## src/rtl/tdm_slot_sequencer.sv

```systemverilog
// TDM frame aligner: hunts for fsync, locks onto a 4-slot frame and feeds the
// 1x4 demux one registered bit per strobe, dropping lock after repeated sync errors.
module tdm_slot_sequencer #(
  parameter int SLOT_BITS     = 8,
  parameter int SYNC_MISS_MAX = 2
) (
  input  logic       clk,
  input  logic       rst,
  input  logic       bit_en,
  input  logic       ser_in,
  input  logic       fsync,
  output logic       dmx_in,
  output logic [1:0] dmx_sel,
  output logic       dmx_valid,
  output logic       frame_done,
  output logic       locked,
  output logic       frame_err
);

  localparam int BW = (SLOT_BITS > 1) ? $clog2(SLOT_BITS) : 1;
  localparam int MW = (SYNC_MISS_MAX > 0) ? $clog2(SYNC_MISS_MAX + 1) : 1;
  localparam logic [BW-1:0] BIT_LAST = BW'(SLOT_BITS - 1);
  localparam logic [MW-1:0] MISS_MAX = MW'(SYNC_MISS_MAX);

  typedef enum logic {HUNT, LOCK} state_t;

  state_t          state, state_n;
  logic [BW-1:0]   bit_cnt, bit_cnt_n;
  logic [1:0]      slot, slot_n;
  logic [MW-1:0]   miss_cnt, miss_n, miss_inc;
  logic            boundary, sync_err, emit;
  logic            dmx_in_n, dmx_valid_n, frame_done_n, frame_err_n;
  logic [1:0]      dmx_sel_n;

  always_comb begin
    state_n      = state;
    bit_cnt_n    = bit_cnt;
    slot_n       = slot;
    miss_n       = miss_cnt;
    dmx_in_n     = dmx_in;
    dmx_sel_n    = dmx_sel;
    dmx_valid_n  = 1'b0;
    frame_done_n = 1'b0;
    frame_err_n  = 1'b0;
    emit         = 1'b0;
    boundary     = (slot == 2'd0) && (bit_cnt == '0);
    sync_err     = (fsync != boundary);
    miss_inc     = miss_cnt + 1'b1;

    case (state)
      HUNT: begin
        if (bit_en && fsync) begin
          dmx_in_n    = ser_in;
          dmx_sel_n   = 2'd0;
          dmx_valid_n = 1'b1;
          bit_cnt_n   = BW'(1);
          slot_n      = 2'd0;
          miss_n      = '0;
          state_n     = LOCK;
        end
      end
      LOCK: begin
        if (bit_en) begin
          if (sync_err) begin
            frame_err_n = 1'b1;
            if (miss_inc == MISS_MAX) begin
              state_n   = HUNT;
              bit_cnt_n = '0;
              slot_n    = '0;
              miss_n    = '0;
            end else begin
              // flywheel: keep the counted position, ignore the stray marker
              miss_n = miss_inc;
              emit   = 1'b1;
            end
          end else begin
            if (boundary) miss_n = '0;
            emit = 1'b1;
          end
          if (emit) begin
            dmx_in_n     = ser_in;
            dmx_sel_n    = slot;
            dmx_valid_n  = 1'b1;
            frame_done_n = (slot == 2'd3) && (bit_cnt == BIT_LAST);
            if (bit_cnt == BIT_LAST) begin
              bit_cnt_n = '0;
              slot_n    = slot + 2'd1;
            end else begin
              bit_cnt_n = bit_cnt + 1'b1;
            end
          end
        end
      end
      default: state_n = HUNT;
    endcase
  end

  always_ff @(posedge clk) begin
    if (rst) begin
      state      <= HUNT;
      bit_cnt    <= '0;
      slot       <= '0;
      miss_cnt   <= '0;
      dmx_in     <= 1'b0;
      dmx_sel    <= '0;
      dmx_valid  <= 1'b0;
      frame_done <= 1'b0;
      frame_err  <= 1'b0;
      locked     <= 1'b0;
    end else begin
      state      <= state_n;
      bit_cnt    <= bit_cnt_n;
      slot       <= slot_n;
      miss_cnt   <= miss_n;
      dmx_in     <= dmx_in_n;
      dmx_sel    <= dmx_sel_n;
      dmx_valid  <= dmx_valid_n;
      frame_done <= frame_done_n;
      frame_err  <= frame_err_n;
      locked     <= (state_n == LOCK);
    end
  end

endmodule

```

## config.mk

```make
export PLATFORM = sky130hd
export DESIGN_NAME = tdm_slot_sequencer
export DESIGN_NICKNAME = d
export VERILOG_FILES = /design/src/rtl/tdm_slot_sequencer.sv
export SDC_FILE = /design/constraint.sdc
export NUM_CORES = 1
export LEC_CHECK = 0
export ABC_AREA = 1
export ABC_CLOCK_PERIOD_IN_PS = 1600
export CORE_MARGIN = 2
export CORE_UTILIZATION = 40
export DETAILED_ROUTE_END_ITERATION = 8
export PLACE_DENSITY = 0.71
export SETUP_SLACK_MARGIN = 0.2
export SLEW_MARGIN = 20
export SYNTH_ARGS = -nofsm -noshare
export SYNTH_HDL_FRONTEND = slang
export SYNTH_SLANG_ARGS = --single-unit
```

## constraint.sdc

```tcl
create_clock -name clk -period 1.6 [get_ports clk]
set_input_delay 0.32 -clock clk [delete_from_list [all_inputs] [get_ports clk]]
set_output_delay 0.32 -clock clk [all_outputs]
set_load 0.005 [all_outputs]
```

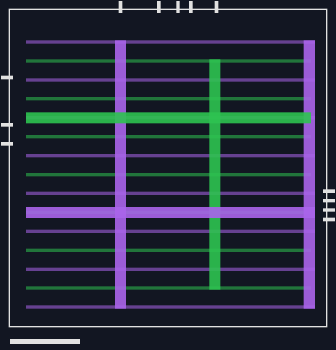
(images/floorplan.png)
Bar = 10 um. Pins as bars on the die edge.
- VSS: purple
- VDD: green
- met5 straps: 2
- met4 straps: 3
- met1 rails: 15
- rows: 14
- signal pins: 12

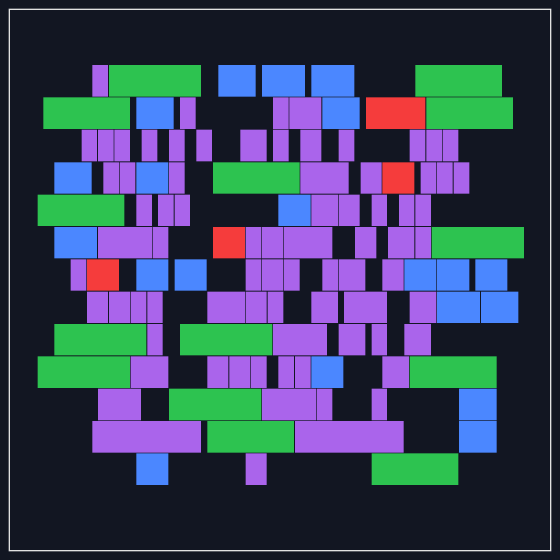
(images/class_map.png)
- remaining logic cells: purple (cells 77)
- registers: green (cells 14)
- clock drivers and dummy loads: red (cells 4)
- remaining buffers and delay cells: blue (cells 20)

==> flow_metrics.env <==
# physical design summary
export IMPL_worstHoldPathType="flip-flop to flip-flop"
export IMPL_flop_count=14
export IMPL_final_area_um2=950.9
export IMPL_clock_sinks=14
export IMPL_root_buffer="clkbuf_4"
export IMPL_overflow=0
export IMPL_synth_chip_area_um2=685.7
export IMPL_top_cell_area_share_pct=40.88
export IMPL_drt_iter0_markers=7
export IMPL_fp_util_pct=43.98
export IMPL_clkLatencyLatePin_ps=280
export IMPL_hold_worst_slack_ps=440.8
export IMPL_diodes=0
export IMPL_setup_tns_final_ps=0
export IMPL_place_area_um2=840.8
export IMPL_min_delay_start="miss_cnt[1]"
export IMPL_cap_viol_max_count=0
export IMPL_status="completed"
export IMPL_synth_area_top_cells="dfxtp_1 (41%), inv_1 (9.3%), ha_1 (9.1%)"
export IMPL_post_dp_hpwl_um=1045
export IMPL_crit_path_top_delay_cell="dfxtp_2"
export IMPL_yosys_warnings=0
export IMPL_grt_met1_usage_pct=17.65
export IMPL_rows=14
export IMPL_reg2reg_from="slot[1]"
export IMPL_nNonClkInverters=18
export IMPL_max_stage_delay_ps=330
export IMPL_worst_pin_slew_ps=256.6
export IMPL_area_growth_pct=38.69
export IMPL_ys_seq_elements=14
export IMPL_top_usage_layer="met2"
export IMPL_grt_usage_pct=15.33
export IMPL_routed_wl_met2_um=698
export IMPL_synth_area_mux_share_pct=0
export IMPL_pg_seq_mw=0.378
export IMPL_finalCoreUtilization_pct=61.00
export IMPL_cp_cell_sequence="inv_2, ha_4, nand3_2, nand2_2, nand4_1, nand2_2, buf_4, nor2_1"
export IMPL_htreeDepth=1
export IMPL_dp_cells=122
export IMPL_gp_congestion=0.8059
export IMPL_worstHoldPathCells=2
export IMPL_yosys_area_share_simple_pct=29.56
export IMPL_netSwitchingFraction_pct=26.70
export IMPL_async_flop_share_pct=0
export IMPL_drt_total_wl_um=1398
export IMPL_signal_buffers=20
export IMPL_ir_worst_vdd_uv=425.2
export IMPL_seqPwrFrac_pct=47.7
export IMPL_r2r_end="dmx_valid"
export IMPL_antenna_found_initial=0
export IMPL_p_int_mw=0.5810
export IMPL_syn_area_um2=685.7
export IMPL_mostFrequentLayoutCell="nor2_1"
export IMPL_highest_layer="met4"
export IMPL_ys_cells=92
export IMPL_nets=126
export IMPL_ctsHoldBuffers=0
export IMPL_ff2ff_setup_slack_ps=280
export IMPL_buf_share_pct=17.76
export IMPL_dominant_cells="combinational gates"
export IMPL_cpLargestDelayFamily="simple AND/OR/NAND/NOR gates"
export IMPL_top_cell="inv_1"
export IMPL_path_max_fanout=5
export IMPL_cts_tree="done"
export IMPL_num_io_pins=12
export IMPL_grt_max_degree=9
export IMPL_avgRoutedWirePerCell_um=10.67
export IMPL_numCtsBuffers=3
export IMPL_worstSetupEndpointType="flip-flop"
export IMPL_ys_sh_xor_pct=1.277
export IMPL_clk_share_pct=3.816
export IMPL_rr_worst_depth=8
export IMPL_cts_setup_buffers=1
export IMPL_logic_gate_count=59
export IMPL_comb_area_share_pct=38.95
export IMPL_synthCells=92
export IMPL_grt_util_met3_pct=5.952
export IMPL_drtPass1Iterations=2
export IMPL_drive_gt1_share_pct=30.43
export IMPL_logic_family="simple AND/OR/NAND/NOR gates"
export IMPL_drv_slew=0
export IMPL_ys_sh_adder_pct=9.124
export IMPL_largest_reg_flops=3
export IMPL_crit_required_ps=1780
export IMPL_startpoint="slot[1]"
export IMPL_ys_seq_share_pct=40.88
export IMPL_clk_path_buf_depth=2
export IMPL_p_comb_mw=0.154
export IMPL_grt_first_pass_wirelength_um=2256
export IMPL_clock_power_share_pct=32.8
export IMPL_setup_viol=0
export IMPL_instances_no_fill=131
export IMPL_power_mw=0.7926
export IMPL_period_used_pct=82.32
export IMPL_ys_types=20
export IMPL_core_area_um2=1559
export IMPL_comb_area_um2=370.4
export IMPL_min_delay_worst_endpoint="miss_cnt[1]"
export IMPL_syn_area_per_cell_um2=7.453
export IMPL_die_w_um=45.40
export IMPL_warning_count=30
export IMPL_startpoint_type="flip-flop"
export IMPL_min_period_ps=1317
export IMPL_numPortBuffers=11
export IMPL_ff_type="dfxtp_1"
export IMPL_nWellTaps=16
export IMPL_dpl_worst_slack_ps=-41.63
export IMPL_crit_path_frequent_cell="nand2_2"
export IMPL_fillCellCount=142
export IMPL_power_leader="registers"
export IMPL_path_class="flip-flop to flip-flop"
